$ cat src/rtl/cmd_frame_ctrl.sv
// rtl/cmd_frame_ctrl.sv - host command-frame decoder driving register file, ALU and TX FIFO
//
// Purpose:
//   Consumes bytes from the UART receiver and decodes four host commands:
//     0xAA addr data        register write
//     0xBB addr             register read, one response byte
//     0xCC opa opb fun      operand writes to reg 0/1, then ALU op, two response bytes
//     0xDD fun              ALU op on existing operands, two response bytes
//   Response bytes are pushed low byte first into the TX async FIFO.
//
// Build option:
//   CMD_TIMEOUT_EN - adds an inter-byte timeout and the CMD_TIMEOUT output.
//
// Ports:
//   CLK, RST                  reference clock, synchronous active-high reset
//   RX_P_DATA, RX_D_VLD       received byte and its one-cycle strobe
//   RF_ADDR, RF_WR_EN,
//   RF_RD_EN, RF_WR_DATA      register-file address, strobes, write data
//   RF_RD_DATA, RF_RD_VLD     register-file read data and valid strobe
//   ALU_EN, ALU_FUN           ALU start strobe and function
//   CLK_GATE_EN               ALU clock-gate enable (set with ALU_EN, cleared on result)
//   ALU_OUT, ALU_OUT_VLD      ALU result and valid strobe
//   FIFO_WR_DATA, FIFO_WR_INC TX FIFO push data and push strobe (combinational)
//   FIFO_FULL                 TX FIFO full flag
//   BUSY                      high whenever the FSM is not idle
//   CMD_TIMEOUT               one-cycle abort pulse (CMD_TIMEOUT_EN only)

module cmd_frame_ctrl #(
  parameter int DATA_WIDTH     = 8,
  parameter int ADDR_WIDTH     = 4,
  parameter int ALU_OUT_WIDTH  = 16,
  parameter int ALU_FUN_WIDTH  = 4,
  parameter int TIMEOUT_CYCLES = 4096
) (
  input  logic                     CLK,
  input  logic                     RST,
  input  logic [DATA_WIDTH-1:0]    RX_P_DATA,
  input  logic                     RX_D_VLD,
  output logic [ADDR_WIDTH-1:0]    RF_ADDR,
  output logic                     RF_WR_EN,
  output logic                     RF_RD_EN,
  output logic [DATA_WIDTH-1:0]    RF_WR_DATA,
  input  logic [DATA_WIDTH-1:0]    RF_RD_DATA,
  input  logic                     RF_RD_VLD,
  output logic                     ALU_EN,
  output logic [ALU_FUN_WIDTH-1:0] ALU_FUN,
  output logic                     CLK_GATE_EN,
  input  logic [ALU_OUT_WIDTH-1:0] ALU_OUT,
  input  logic                     ALU_OUT_VLD,
  output logic [DATA_WIDTH-1:0]    FIFO_WR_DATA,
  output logic                     FIFO_WR_INC,
  input  logic                     FIFO_FULL,
  output logic                     BUSY
`ifdef CMD_TIMEOUT_EN
  ,
  output logic                     CMD_TIMEOUT
`endif
);

  // Elaboration-time configuration guards.
  if (ALU_OUT_WIDTH != 2 * DATA_WIDTH) begin : g_bad_alu_width
    $error("cmd_frame_ctrl: ALU_OUT_WIDTH must equal 2*DATA_WIDTH");
  end
  if (ADDR_WIDTH > DATA_WIDTH || ALU_FUN_WIDTH > DATA_WIDTH || TIMEOUT_CYCLES < 2) begin : g_bad_cfg
    $error("cmd_frame_ctrl: ADDR/FUN width exceed DATA_WIDTH or TIMEOUT_CYCLES < 2");
  end

  localparam logic [DATA_WIDTH-1:0] CMD_RF_WR   = DATA_WIDTH'(8'hAA);
  localparam logic [DATA_WIDTH-1:0] CMD_RF_RD   = DATA_WIDTH'(8'hBB);
  localparam logic [DATA_WIDTH-1:0] CMD_ALU_OP  = DATA_WIDTH'(8'hCC);
  localparam logic [DATA_WIDTH-1:0] CMD_ALU_NOP = DATA_WIDTH'(8'hDD);

  typedef enum logic [3:0] {
    S_IDLE,
    S_WR_ADDR,
    S_WR_DATA,
    S_RD_ADDR,
    S_RD_WAIT,
    S_OPA,
    S_OPB,
    S_FUN,
    S_ALU_WAIT,
    S_PUSH_LO,
    S_PUSH_HI
  } state_t;

  state_t                state;
  logic [DATA_WIDTH-1:0] hold_lo;
  logic [DATA_WIDTH-1:0] hold_hi;
  logic                  two_byte;   // response carries a high byte (ALU result)

`ifdef CMD_TIMEOUT_EN
  localparam int TMO_W = $clog2(TIMEOUT_CYCLES);

  logic [TMO_W-1:0] tmo_cnt;
  logic             byte_wait;
  logic             tmo_hit;

  // Only states that are waiting on the host for the next byte can time out.
  assign byte_wait = (state == S_WR_ADDR) || (state == S_WR_DATA) ||
                     (state == S_RD_ADDR) || (state == S_OPA)     ||
                     (state == S_OPB)     || (state == S_FUN);

  // A byte arriving on the same edge wins over the abort.
  assign tmo_hit = byte_wait && !RX_D_VLD &&
                   (tmo_cnt == TMO_W'(TIMEOUT_CYCLES - 1));

  always_ff @(posedge CLK) begin
    if (RST) begin
      tmo_cnt <= '0;
    end else if (RX_D_VLD || !byte_wait) begin
      tmo_cnt <= '0;
    end else begin
      tmo_cnt <= tmo_cnt + TMO_W'(1);
    end
  end
`endif

  // Push strobe follows FIFO_FULL combinationally so a free slot is used
  // in the same cycle it appears; the state only advances when it is taken.
  always_comb begin
    FIFO_WR_INC  = 1'b0;
    FIFO_WR_DATA = '0;
    if (state == S_PUSH_LO) begin
      FIFO_WR_INC  = !FIFO_FULL;
      FIFO_WR_DATA = hold_lo;
    end else if (state == S_PUSH_HI) begin
      FIFO_WR_INC  = !FIFO_FULL;
      FIFO_WR_DATA = hold_hi;
    end
  end

  always_ff @(posedge CLK) begin
    if (RST) begin
      state       <= S_IDLE;
      BUSY        <= 1'b0;
      hold_lo     <= '0;
      hold_hi     <= '0;
      two_byte    <= 1'b0;
      RF_ADDR     <= '0;
      RF_WR_EN    <= 1'b0;
      RF_RD_EN    <= 1'b0;
      RF_WR_DATA  <= '0;
      ALU_EN      <= 1'b0;
      ALU_FUN     <= '0;
      CLK_GATE_EN <= 1'b0;
`ifdef CMD_TIMEOUT_EN
      CMD_TIMEOUT <= 1'b0;
`endif
    end else begin
      RF_WR_EN <= 1'b0;
      RF_RD_EN <= 1'b0;
      ALU_EN   <= 1'b0;
`ifdef CMD_TIMEOUT_EN
      CMD_TIMEOUT <= 1'b0;
      if (tmo_hit) begin
        state       <= S_IDLE;
        BUSY        <= 1'b0;
        CMD_TIMEOUT <= 1'b1;
      end else begin
`else
      begin
`endif
        case (state)
          S_IDLE: begin
            if (RX_D_VLD) begin
              // Unknown command bytes leave the FSM idle.
              if (RX_P_DATA == CMD_RF_WR) begin
                state <= S_WR_ADDR;
                BUSY  <= 1'b1;
              end else if (RX_P_DATA == CMD_RF_RD) begin
                state <= S_RD_ADDR;
                BUSY  <= 1'b1;
              end else if (RX_P_DATA == CMD_ALU_OP) begin
                state <= S_OPA;
                BUSY  <= 1'b1;
              end else if (RX_P_DATA == CMD_ALU_NOP) begin
                state <= S_FUN;
                BUSY  <= 1'b1;
              end
            end
          end

          S_WR_ADDR: begin
            if (RX_D_VLD) begin
              RF_ADDR <= RX_P_DATA[ADDR_WIDTH-1:0];
              state   <= S_WR_DATA;
            end
          end

          S_WR_DATA: begin
            if (RX_D_VLD) begin
              RF_WR_DATA <= RX_P_DATA;
              RF_WR_EN   <= 1'b1;
              state      <= S_IDLE;
              BUSY       <= 1'b0;
            end
          end

          S_RD_ADDR: begin
            if (RX_D_VLD) begin
              RF_ADDR  <= RX_P_DATA[ADDR_WIDTH-1:0];
              RF_RD_EN <= 1'b1;
              state    <= S_RD_WAIT;
            end
          end

          S_RD_WAIT: begin
            if (RF_RD_VLD) begin
              hold_lo  <= RF_RD_DATA;
              two_byte <= 1'b0;
              state    <= S_PUSH_LO;
            end
          end

          // Operands land in registers 0 and 1, where the ALU reads them.
          S_OPA: begin
            if (RX_D_VLD) begin
              RF_ADDR    <= '0;
              RF_WR_DATA <= RX_P_DATA;
              RF_WR_EN   <= 1'b1;
              state      <= S_OPB;
            end
          end

          S_OPB: begin
            if (RX_D_VLD) begin
              RF_ADDR    <= ADDR_WIDTH'(1);
              RF_WR_DATA <= RX_P_DATA;
              RF_WR_EN   <= 1'b1;
              state      <= S_FUN;
            end
          end

          // Gate enable and start rise together; the gate stays open until the result.
          S_FUN: begin
            if (RX_D_VLD) begin
              ALU_FUN     <= RX_P_DATA[ALU_FUN_WIDTH-1:0];
              CLK_GATE_EN <= 1'b1;
              ALU_EN      <= 1'b1;
              state       <= S_ALU_WAIT;
            end
          end

          S_ALU_WAIT: begin
            if (ALU_OUT_VLD) begin
              hold_lo     <= ALU_OUT[DATA_WIDTH-1:0];
              hold_hi     <= ALU_OUT[2*DATA_WIDTH-1:DATA_WIDTH];
              two_byte    <= 1'b1;
              CLK_GATE_EN <= 1'b0;
              state       <= S_PUSH_LO;
            end
          end

          S_PUSH_LO: begin
            if (!FIFO_FULL) begin
              if (two_byte) begin
                state <= S_PUSH_HI;
              end else begin
                state <= S_IDLE;
                BUSY  <= 1'b0;
              end
            end
          end

          S_PUSH_HI: begin
            if (!FIFO_FULL) begin
              state <= S_IDLE;
              BUSY  <= 1'b0;
            end
          end

          default: begin
            state <= S_IDLE;
            BUSY  <= 1'b0;
          end
        endcase
      end
    end
  end

endmodule

$ cat config.mk
export PLATFORM = sky130hd
export DESIGN_NAME = cmd_frame_ctrl
export DESIGN_NICKNAME = d
export VERILOG_FILES = /design/src/rtl/cmd_frame_ctrl.sv
export SDC_FILE = /design/constraint.sdc
export NUM_CORES = 1
export LEC_CHECK = 0
export CAP_MARGIN = 40
export CORE_UTILIZATION = 45
export DETAILED_ROUTE_END_ITERATION = 16
export GPL_TIMING_DRIVEN = 0
export HOLD_SLACK_MARGIN = 0.03
export PLACE_DENSITY_LB_ADDON = 0.1
export REMOVE_ABC_BUFFERS = 1
export SYNTH_ARGS = -nofsm -noshare
export SYNTH_HDL_FRONTEND = slang
export SYNTH_SLANG_ARGS = --single-unit
$ cat constraint.sdc
create_clock -name CLK -period 2.5 [get_ports CLK]
set_input_delay 0.5 -clock CLK [delete_from_list [all_inputs] [get_ports CLK]]
set_output_delay 0.5 -clock CLK [all_outputs]
set_load 0.03 [all_outputs]
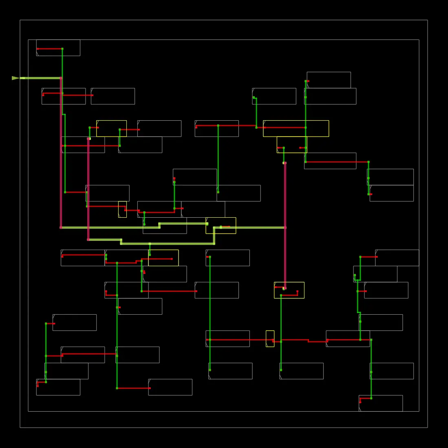
Fig. 1. Clock routing (run 1).
clk pwr: 0.522 mW
sequential cell count: 42
number of buffers inserted during clock tree synthesis: 5
final-layout clock buffer total: 7
setup skew after layout: 5.305 ps

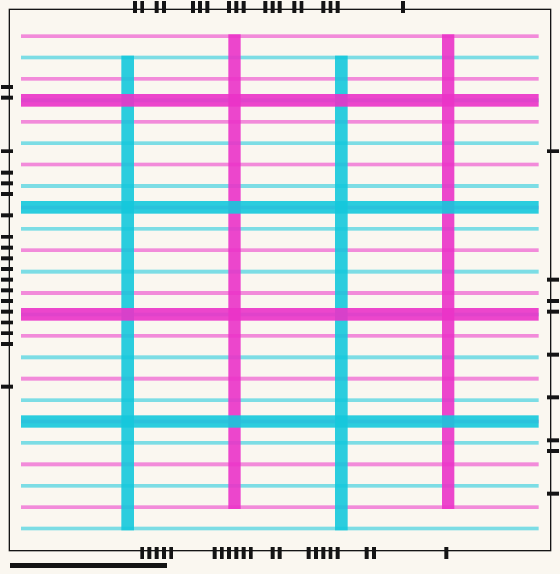
Fig. 2. PDN straps and rails (run 1).
Bar = 20 microns. Pins as bars on the die edge.
legend:
  cyan:
    net: VSS
  magenta:
    net: VDD
met5 straps: 4
signal pins: 68
rows: 23

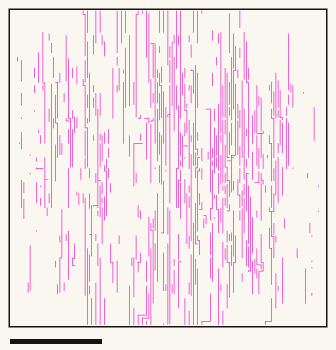
Fig. 3. The metal 2 layer (run 1).
Bar = 20 microns.
wire length on this layer: 2,480 microns
share of all routed wire: 48%
longest straight run: 26.9 microns
nets with wire on the layer: 269
main direction: vertical

==> flow_summary.toml, run 1 <==
# generated from flow reports
[layout]
share_of_cells_above_drive_strength_1_pct = 9.150
layout.filler_cells = 364
layoutNonFillerInstCount = 356

[floorplanning]
core_sq_um = 4115
die_w_microns = 68.60

[power_and_ir_drop]
power.clock.fraction_pct = 23.7

[setup_path]
cp_max_delay_cell = "sky130_fd_sc_hd__clkdlybuf4s50_1"
critPathCaptureType = "register"
cpLargestDelayFamily = "simple AND/OR/NAND/NOR gates"

[synth]
synthesis.yosys.warnings = 0
synth.ff_latch_count = 42
synth.cellmix.xorXnorShare_pct = 0.8777
synthAoiAreaFrac_pct = 18.43
syn_area_per_cell_sq_um = 8.213

[clock_tree]
post_cts_buffers = 1
cts_root_buf = "sky130_fd_sc_hd__clkbuf_8"
htree_levels = 2

[run]
stage_log_warnings = 25

[worst_hold_path]
min-delay-path-class = "reg -> reg"
hold_end = "hold_hi[4]"
holdPathStages = 2

[place]
io_port_bufs = 67

[global_routing]
grt.overflow.total = 0
number_of_antenna_violations_at_the_first_check_in_global_routing = 0

[detailed_routing]
routed_wire_length_per_instance_microns = 14.50
viasPerCell = 5.438
first_iter_violations = 133

[timing]
timing_max_transition_violations_final = 0
worst_slew_margin_rel_pct = 48.33
highest_achievable_clock_rate_mhz = 426.4

[outcome]
run_status = "finished, final reports clean"
[run 1: final cells by class]
class                   instances  area, sq um  area share [%]
repair buffers                 71        684.4           24.22
multi-input cells             183         1115           39.46
clock inverters                 1        30.03           1.063
clock buffers                   7        76.32           2.702
flip-flops and latches         42        849.6           30.07
well taps                      50        62.56           2.214
inverters                       2        7.507          0.2657
[run 1: power by group through the flow]
stage | Clock (mW) | Sequential, mW | Combinational [mW]
floorplan | 0 | 0.896 | 0.469
global placement | 0 | 0.877 | 0.741
detailed placement | 0 | 0.881 | 0.759
CTS | 0.534 | 0.877 | 0.784
global route | 0.566 | 0.905 | 0.869
finish | 0.522 | 0.888 | 0.793
Fig. 4: run 1, metal 3
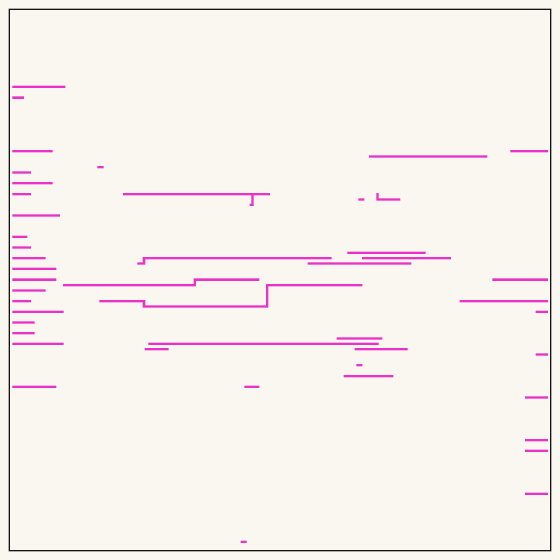

--- run 2 (diff from run 1) ---
--- a/config.mk
+++ b/config.mk
@@ -8,7 +8,6 @@
 export CAP_MARGIN = 40
 export CORE_UTILIZATION = 45
 export DETAILED_ROUTE_END_ITERATION = 16
-export GPL_TIMING_DRIVEN = 0
 export HOLD_SLACK_MARGIN = 0.03
 export PLACE_DENSITY_LB_ADDON = 0.1
 export REMOVE_ABC_BUFFERS = 1
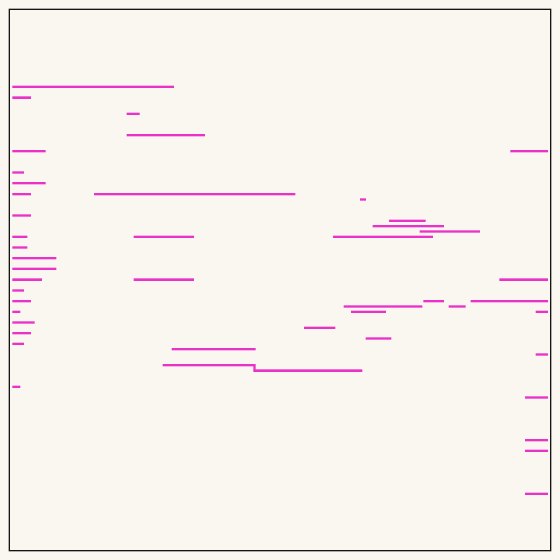
Fig. 5. Metal 3 (run 2).
share of all routed wire: 4.7%
wire length on this layer: 241 microns
Global Route met3 Usage: 6.250%
total number of vias: 2,039
total wire length: 5167 microns

==> run 2 against run 1 <==
Highest routed layer unchanged. Clock-buffer cell count fell by 2. Sequential power fell by 4.6%. Critical endpoint unchanged. Largest cell class unchanged. Clock power rose by 3%. Register-to-register slack improved by 350 ps. Synthesized area did not move. Global-route usage rose by 1.2 points. Utilization rose by 2.5 points. Critical path depth did not move. Sequential cell count did not move. Combinational power rose by 8.2%. Critical path type unchanged.
==> flow_summary.toml, run 2 <==
# generated from flow reports
[synth]
synthAoiAreaFrac_pct = 18.43
synth.ff_latch_count = 42
syn_area_per_cell_sq_um = 8.213

[floorplanning]
die_w_microns = 68.60
die_area_sq_um = 4705
tap_cells = 50
core_sq_um = 4115

[detailed_routing]
first_iter_violations = 152
m1WireLength_microns = 2412
viasPerCell = 5.452
routed_wire_length_per_instance_microns = 13.82
detailedRoute.firstPassIterationCount = 4

[global_routing]
number_of_antenna_violations_at_the_first_check_in_global_routing = 0
grt.overflow.total = 0

[timing]
worst_slew_margin_rel_pct = 54.71
highest_achievable_clock_rate_mhz = 426.1
clock-skew-final_ps = 3.286

[setup_path]
cp_max_delay_cell = "sky130_fd_sc_hd__clkdlybuf4s50_1"
cpLargestDelayFamily = "AND-OR/OR-AND gates"

[power_and_ir_drop]
power.clock.fraction_pct = 24.0
total_power_mw = 2.244

[place]
io_port_bufs = 67
gpl.final_weighted_congestion = 0.8744

[layout]
clock_tree_area_fraction_pct = 3.887
combAreaFraction_pct = 37.21
dominant_cells = "logic gates"
layout.filler_cells = 357
final.signal_buffer_count = 89
seqAreaFraction_pct = 28.75
layoutNonFillerInstCount = 374
combinational_area_sq_um = 1090
clock_buffer_count = 5
regArea_sq_um = 842.1
non_clock_buffer_area_share_pct = 27.77
flops = 42
share_of_cells_above_drive_strength_1_pct = 15.43
logic_gate_count = 183

[clock_tree]
post_cts_buffers = 0
clock_sink_count = 42
htree_levels = 2
tritoncts.num_buffers = 5

[worst_hold_path]
min-delay-path-class = "reg -> reg"
hold_end = "RF_ADDR[3]"

[outcome]
run_status = "finished, final reports clean"
## run 2: cell counts after synthesis
No cell type changed its count.
## run 2: kinds of logic (layout without fill, tap and decap cells)
kind of cell	after synthesis	count (layout)
AOI/OAI and AO/OA	58	58
xor gates and xnor gates	2	2
buffers and inverters	18	99
DFF	42	42
muxes	21	21
and+or+nand+nor	102	102
## run 2: power groups by stage
stage                     clock network, mW  logic, mW  registers [mW]
after global placement                    0      0.844           0.855
after detailed placement                  0      0.852           0.859
after global routing                  0.579      0.947           0.859
final                                 0.539      0.858           0.847
after floorplan                           0      0.469           0.896
after CTS                             0.550      0.855           0.842
## run 2: what timing repair did
item,in CTS,in global routing
endpoints found under the hold margin,0,0
resized,0,1
endpoints found under the setup margin,0,1
Fig. 6: run 2, the metal 2 layer
Bar = 20 microns.
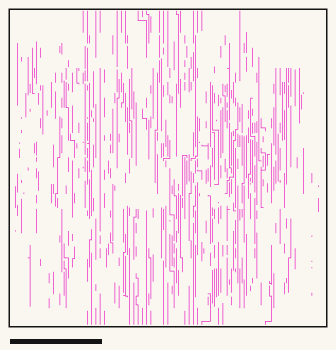

--- run 3 (diff from run 2) ---
--- a/config.mk
+++ b/config.mk
@@ -5,9 +5,10 @@
 export SDC_FILE = /design/constraint.sdc
 export NUM_CORES = 1
 export LEC_CHECK = 0
-export CAP_MARGIN = 40
+export CAP_MARGIN = 20
 export CORE_UTILIZATION = 45
 export DETAILED_ROUTE_END_ITERATION = 16
+export GPL_TIMING_DRIVEN = 0
 export HOLD_SLACK_MARGIN = 0.03
 export PLACE_DENSITY_LB_ADDON = 0.1
 export REMOVE_ABC_BUFFERS = 1
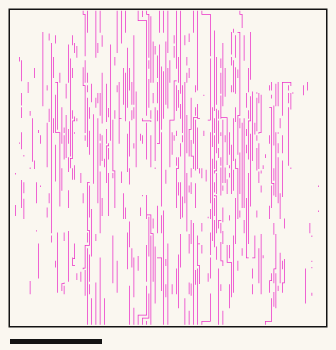
Fig. 7. The metal 2 layer (run 3).
Bar = 20 microns.
longest straight run: 41.1 microns
wire length on this layer: 2,490 microns
share of all routed wire: 48%
GR Layer Usage met2: 37.13%
total wire length: 5227 microns

==> run 3 against run 2 <==
First-iteration DRC count rose by 12%. Critical endpoint unchanged. Largest cell class unchanged. Non-clock buffer count fell by 19. Wire length rose by 1.2%. Utilization fell by 1.7 points. Clock power rose by 2%. Critical path depth did not move. Register-to-register slack got worse by 330 ps. Worst setup slack got worse by 9.7 ps. Combinational power fell by 6.4%. Clock-buffer cell count rose by 1.
==> flow_summary.toml, run 3 <==
# generated from flow reports
[detailed_routing]
viasPerCell = 5.517
first_iter_violations = 170
routed_wire_length_per_instance_microns = 14.68
dr_total_vias = 1964

[layout]
flops = 42
combinational_area_sq_um = 1137
logic_gate_count = 185
clock_tree_area_fraction_pct = 3.940
layoutNonFillerInstCount = 356
dominant_cells = "logic gates"
clock_buffer_count = 6

[setup_path]
cp_max_delay_cell = "sky130_fd_sc_hd__clkdlybuf4s50_1"
cpLargestDelayFamily = "simple AND/OR/NAND/NOR gates"

[outcome]
run_status = "finished, final reports clean"

[clock_tree]
htree_levels = 2
post_cts.resized_instances = 17
tritoncts.num_buffers = 5
clock_sink_count = 42

[global_routing]
gr-usage-met3_pct = 5.428

[floorplanning]
tap_cells = 50

[synth]
synth.ff_latch_count = 42
syn_area_per_cell_sq_um = 8.213

[timing]
worst_slew_margin_rel_pct = 48.02
highest_achievable_clock_rate_mhz = 424.3

[worst_hold_path]
hold_end = "hold_hi[4]"
min-delay-path-class = "reg -> reg"

[power_and_ir_drop]
power.clock.total_mw = 0.549
power.clock.fraction_pct = 24.4
total_power_mw = 2.250
run 3: cell counts after synthesis:
Identical to the previous run, type by type.
run 3: cells by family after synthesis:
logic type	after synthesis	share of synthesized area, %
AND-OR/OR-AND	58	18.43
AND/OR/NAND/NOR	102	24.39
flip-flops	42	42.13
multiplexers	21	10.60
buffers and inverters	18	3.574
XOR/XNOR	2	0.8779
run 3: routing by layer:
| layer | part of all wire [%] | wire length [microns] |
|---|---|---|
| met4 | 0.99 | 52 |
| met5 | 0 | 0 |
| met1 | 45 | 2374 |
| met3 | 6.0 | 313 |
| met2 | 48 | 2486 |
run 3: through the flow:
stage          hold slack, ps  setup WS, ps
2_1_floorplan           430.0        -612.2
3_3_place_gp            437.3         -1635
3_5_place_dp            446.0        -518.7
4_1_cts                 456.8         11.95
5_1_grt                 473.2         11.15
6_report                455.9         143.2
Power figures rest on the tool's default switching activity, not on a simulated workload.
